**src/rtl/fifo_pop_arb_pkg.sv**
```systemverilog
// Shared FSM state type and counter widths for fifo_pop_arbiter.
package fifo_pop_arb_pkg;

   typedef enum logic {
      ARB_IDLE = 1'b0,
      ARB_LOCK = 1'b1
   } arb_state_t;

   localparam int STAT_W = 16;
   // Wide enough for the largest allowed burst length of 255.
   localparam int BCNT_W = 8;

endpackage

```
**src/rtl/fifo_pop_arbiter_rr_pick.sv**
```systemverilog
// Round-robin pick: first requester set at or after (last_i+1) mod N, with wrap.
// Purely combinational; no backpressure.
module rr_pick
   import fifo_pop_arb_pkg::*;
#(
   parameter  int N  = 4,
   localparam int IW = $clog2(N)
) (
   input  logic [N-1:0]  req_i,
   input  logic [IW-1:0] last_i,
   output logic [N-1:0]  grant_o,
   output logic [IW-1:0] idx_o,
   output logic          any_o
);

   always_comb begin
      logic [IW-1:0] cand;
      grant_o = '0;
      idx_o   = '0;
      any_o   = 1'b0;
      cand    = '0;
      for (int i = 1; i <= N; i++) begin
         cand = IW'((int'(last_i) + i) % N);
         if (!any_o && req_i[cand]) begin
            any_o = 1'b1;
            idx_o = cand;
         end
      end
      if (any_o) grant_o[idx_o] = 1'b1;
   end

endmodule

```
**src/rtl/fifo_pop_arbiter.sv**
```systemverilog
// Pops FWFT FIFOs round-robin with per-owner bursts into one output register; pop-to-valid 1 cycle.
// Pops only when the output slot is free (empty or draining); holds word while !i_ready.
// Grant counters are built only with FIFO_POP_ARB_STATS_EN defined.
module fifo_pop_arbiter
   import fifo_pop_arb_pkg::*;
#(
   parameter  int N_REQ = 4,
   parameter  int WIDTH = 32,
   parameter  int BURST = 4,
   localparam int IW    = $clog2(N_REQ)
) (
   input  logic                    clk,
   input  logic                    rst_n,
   input  logic [N_REQ-1:0]        i_empty,
   output logic [N_REQ-1:0]        o_pop,
   input  logic [N_REQ*WIDTH-1:0]  i_rdata,
   output logic                    o_valid,
   input  logic                    i_ready,
   output logic [WIDTH-1:0]        o_data,
   output logic [IW-1:0]           o_src,
   input  logic                    i_stats_clr,
   output logic [N_REQ*STAT_W-1:0] o_grant_cnt
);

   arb_state_t        state_q;
   logic [IW-1:0]     owner_q;
   logic [IW-1:0]     last_q;
   logic [BCNT_W-1:0] burst_cnt_q;
   logic              valid_q;
   logic [WIDTH-1:0]  data_q;
   logic [IW-1:0]     src_q;

   logic [N_REQ-1:0]  rr_grant;
   logic [IW-1:0]     rr_idx;
   logic              rr_any;
   logic [N_REQ-1:0]  sel_onehot;
   logic [IW-1:0]     sel_idx;
   logic              sel_any;
   logic              slot_free;
   logic              pop;
   logic              burst_done;

   rr_pick #(.N(N_REQ)) u_rr_pick (
      .req_i   (~i_empty),
      .last_i  (last_q),
      .grant_o (rr_grant),
      .idx_o   (rr_idx),
      .any_o   (rr_any)
   );

   // While locked only the owner may be popped, even if others have data.
   always_comb begin
      sel_idx    = rr_idx;
      sel_any    = rr_any;
      sel_onehot = rr_grant;
      if (state_q == ARB_LOCK) begin
         sel_idx             = owner_q;
         sel_any             = !i_empty[owner_q];
         sel_onehot          = '0;
         sel_onehot[owner_q] = 1'b1;
      end
   end

   assign slot_free  = !valid_q || i_ready;
   assign pop        = slot_free && sel_any;
   assign o_pop      = (pop && rst_n) ? sel_onehot : '0;
   assign burst_done = (burst_cnt_q + 1'b1) == BCNT_W'(BURST);

   always_ff @(posedge clk or negedge rst_n) begin
      if (!rst_n) begin
         state_q     <= ARB_IDLE;
         owner_q     <= '0;
         last_q      <= IW'(N_REQ - 1);
         burst_cnt_q <= '0;
         valid_q     <= 1'b0;
         data_q      <= '0;
         src_q       <= '0;
      end else begin
         if (pop) begin
            valid_q <= 1'b1;
            data_q  <= i_rdata[int'(sel_idx)*WIDTH +: WIDTH];
            src_q   <= sel_idx;
         end else if (valid_q && i_ready) begin
            valid_q <= 1'b0;
         end

         if (slot_free) begin
            if (state_q == ARB_IDLE) begin
               if (rr_any) begin
                  owner_q     <= rr_idx;
                  last_q      <= rr_idx;
                  burst_cnt_q <= BCNT_W'(1);
                  state_q     <= (BURST > 1) ? ARB_LOCK : ARB_IDLE;
               end
            end else if (sel_any) begin
               burst_cnt_q <= burst_cnt_q + 1'b1;
               if (burst_done) state_q <= ARB_IDLE;
            end else begin
               // Owner ran dry: give up the lock, re-arbitrate next cycle.
               state_q <= ARB_IDLE;
            end
         end
      end
   end

   assign o_valid = valid_q;
   assign o_data  = data_q;
   assign o_src   = src_q;

`ifdef FIFO_POP_ARB_STATS_EN
   logic [STAT_W-1:0] cnt_q [N_REQ];

   always_ff @(posedge clk or negedge rst_n) begin
      if (!rst_n) begin
         for (int k = 0; k < N_REQ; k++) cnt_q[k] <= '0;
      end else begin
         for (int k = 0; k < N_REQ; k++) begin
            if (i_stats_clr)                    cnt_q[k] <= '0;
            else if (o_pop[k] && cnt_q[k] != '1) cnt_q[k] <= cnt_q[k] + 1'b1;
         end
      end
   end

   for (genvar k = 0; k < N_REQ; k++) begin : g_cnt
      assign o_grant_cnt[k*STAT_W +: STAT_W] = cnt_q[k];
   end
`else
   logic unused_stats_clr;
   assign unused_stats_clr = i_stats_clr;
   assign o_grant_cnt      = '0;
`endif

`ifdef SIMULATION
   always @(posedge clk) begin
      if (rst_n) assert (!$isunknown({i_empty, i_ready}));
   end
`endif

endmodule

```
**config.mk**
```make
export PLATFORM = sky130hd
export DESIGN_NAME = fifo_pop_arbiter
export DESIGN_NICKNAME = d
export VERILOG_FILES = /design/src/rtl/fifo_pop_arb_pkg.sv /design/src/rtl/fifo_pop_arbiter_rr_pick.sv /design/src/rtl/fifo_pop_arbiter.sv
export SDC_FILE = /design/constraint.sdc
export NUM_CORES = 1
export LEC_CHECK = 0
export CORE_ASPECT_RATIO = 0.9
export CORE_UTILIZATION = 44
export CTS_BUF_LIST = sky130_fd_sc_hd__clkbuf_2
export DETAILED_ROUTE_END_ITERATION = 8
export PLACE_DENSITY = 0.89
export SYNTH_ARGS = -nofsm -noshare
export SYNTH_HDL_FRONTEND = slang
export SYNTH_SLANG_ARGS = --single-unit
```
**constraint.sdc**
```tcl
create_clock -name clk -period 7.48 [get_ports clk]
set_clock_uncertainty 0.15 [all_clocks]
set_input_delay 1.496 -clock clk [delete_from_list [all_inputs] [get_ports clk]]
set_output_delay 1.496 -clock clk [all_outputs]
set_load 0.005 [all_outputs]
```
Figure 1. Cells coloured by class.
Scale bar: 20 microns.
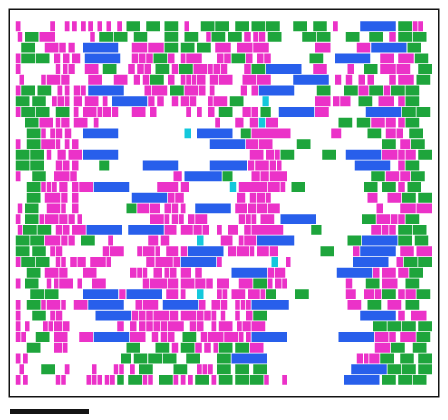
Key: magenta = remaining logic cells [cells 456, share of their area 48%]; cyan = clock drivers and dummy loads [cells 7, share of their area 0.60%]; green = remaining buffers and delay cells [cells 181, share of their area 30%]; blue = registers [cells 48, share of their area 21%]
post-route cell area: 6026 sq um
Core Util, Final: 61.59%
flop share of the area: 20.02%
area of the core: 9784 sq um
row count: 34

Figure 2. Clock distribution.
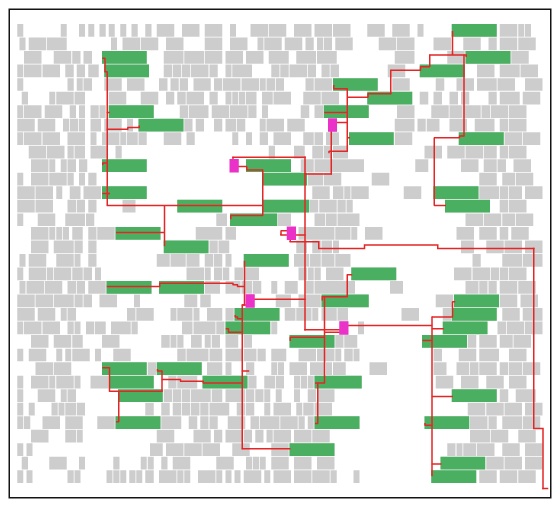
Key: green = flip-flops [count 48]; magenta = clock-net drivers [count 5]; red = clock wires [length 665 microns]
There are 6 routed clock nets.
Late-Pin Clk Latency: 440 ps
Clock power frac: 5.0%
Clock net power: 0.105 mW

==> flow_metrics.env <==
# physical design summary
export IMPL_status="complete, no violations"
export IMPL_leakagePower_nw=2.395
export IMPL_via_per_inst=5.705
export IMPL_ys_types=57
export IMPL_grt_pass1_vias=4413
export IMPL_synth_cells=552
export IMPL_largest_class="combinational gates"
export IMPL_synthAoiAreaFrac_pct=24.46
export IMPL_cts_setup_buffers=0
export IMPL_crit_path_max_fanout=20
export IMPL_cts_sinks=48
export IMPL_cap_violations=0
export IMPL_grt_setup_unrepaired="no"
export IMPL_ctsResizeCount=0
export IMPL_p_switching_mw=0.9617
export IMPL_dr_pass1_iters=5
export IMPL_power_mw=2.104
export IMPL_synthMuxAreaShare_pct=12.73
export IMPL_cpLargestDelayFamily="AND-OR/OR-AND gates"
export IMPL_xor_share_pct=0.1946
export IMPL_tool_warnings=28
export IMPL_place_ws_ps=1685
export IMPL_cts_htree_levels=2
export IMPL_gr_usage_met2_pct=45.18
export IMPL_max_slew_margin_pct=18.77
export IMPL_top_cells_by_count="buf_4 (65), nand2_1 (55), nor3_1 (54)"
export IMPL_hold_end="o_src[1]"
export IMPL_crit_chain="clkdlybuf4s50_1, inv_1, o22ai_1, a211o_1, a32oi_1, nor2_1, clkdlybuf4s50_1"
export IMPL_reg2reg_to="o_data[22]"
export IMPL_logic_gate_count=454
export IMPL_whs_ps=363.3
export IMPL_netlist_logic_family_top="AND-OR/OR-AND gates"
export IMPL_wl_met3_mm=1.226
export IMPL_cp_depth=7
Power is estimated from default activity; no workload was simulated.
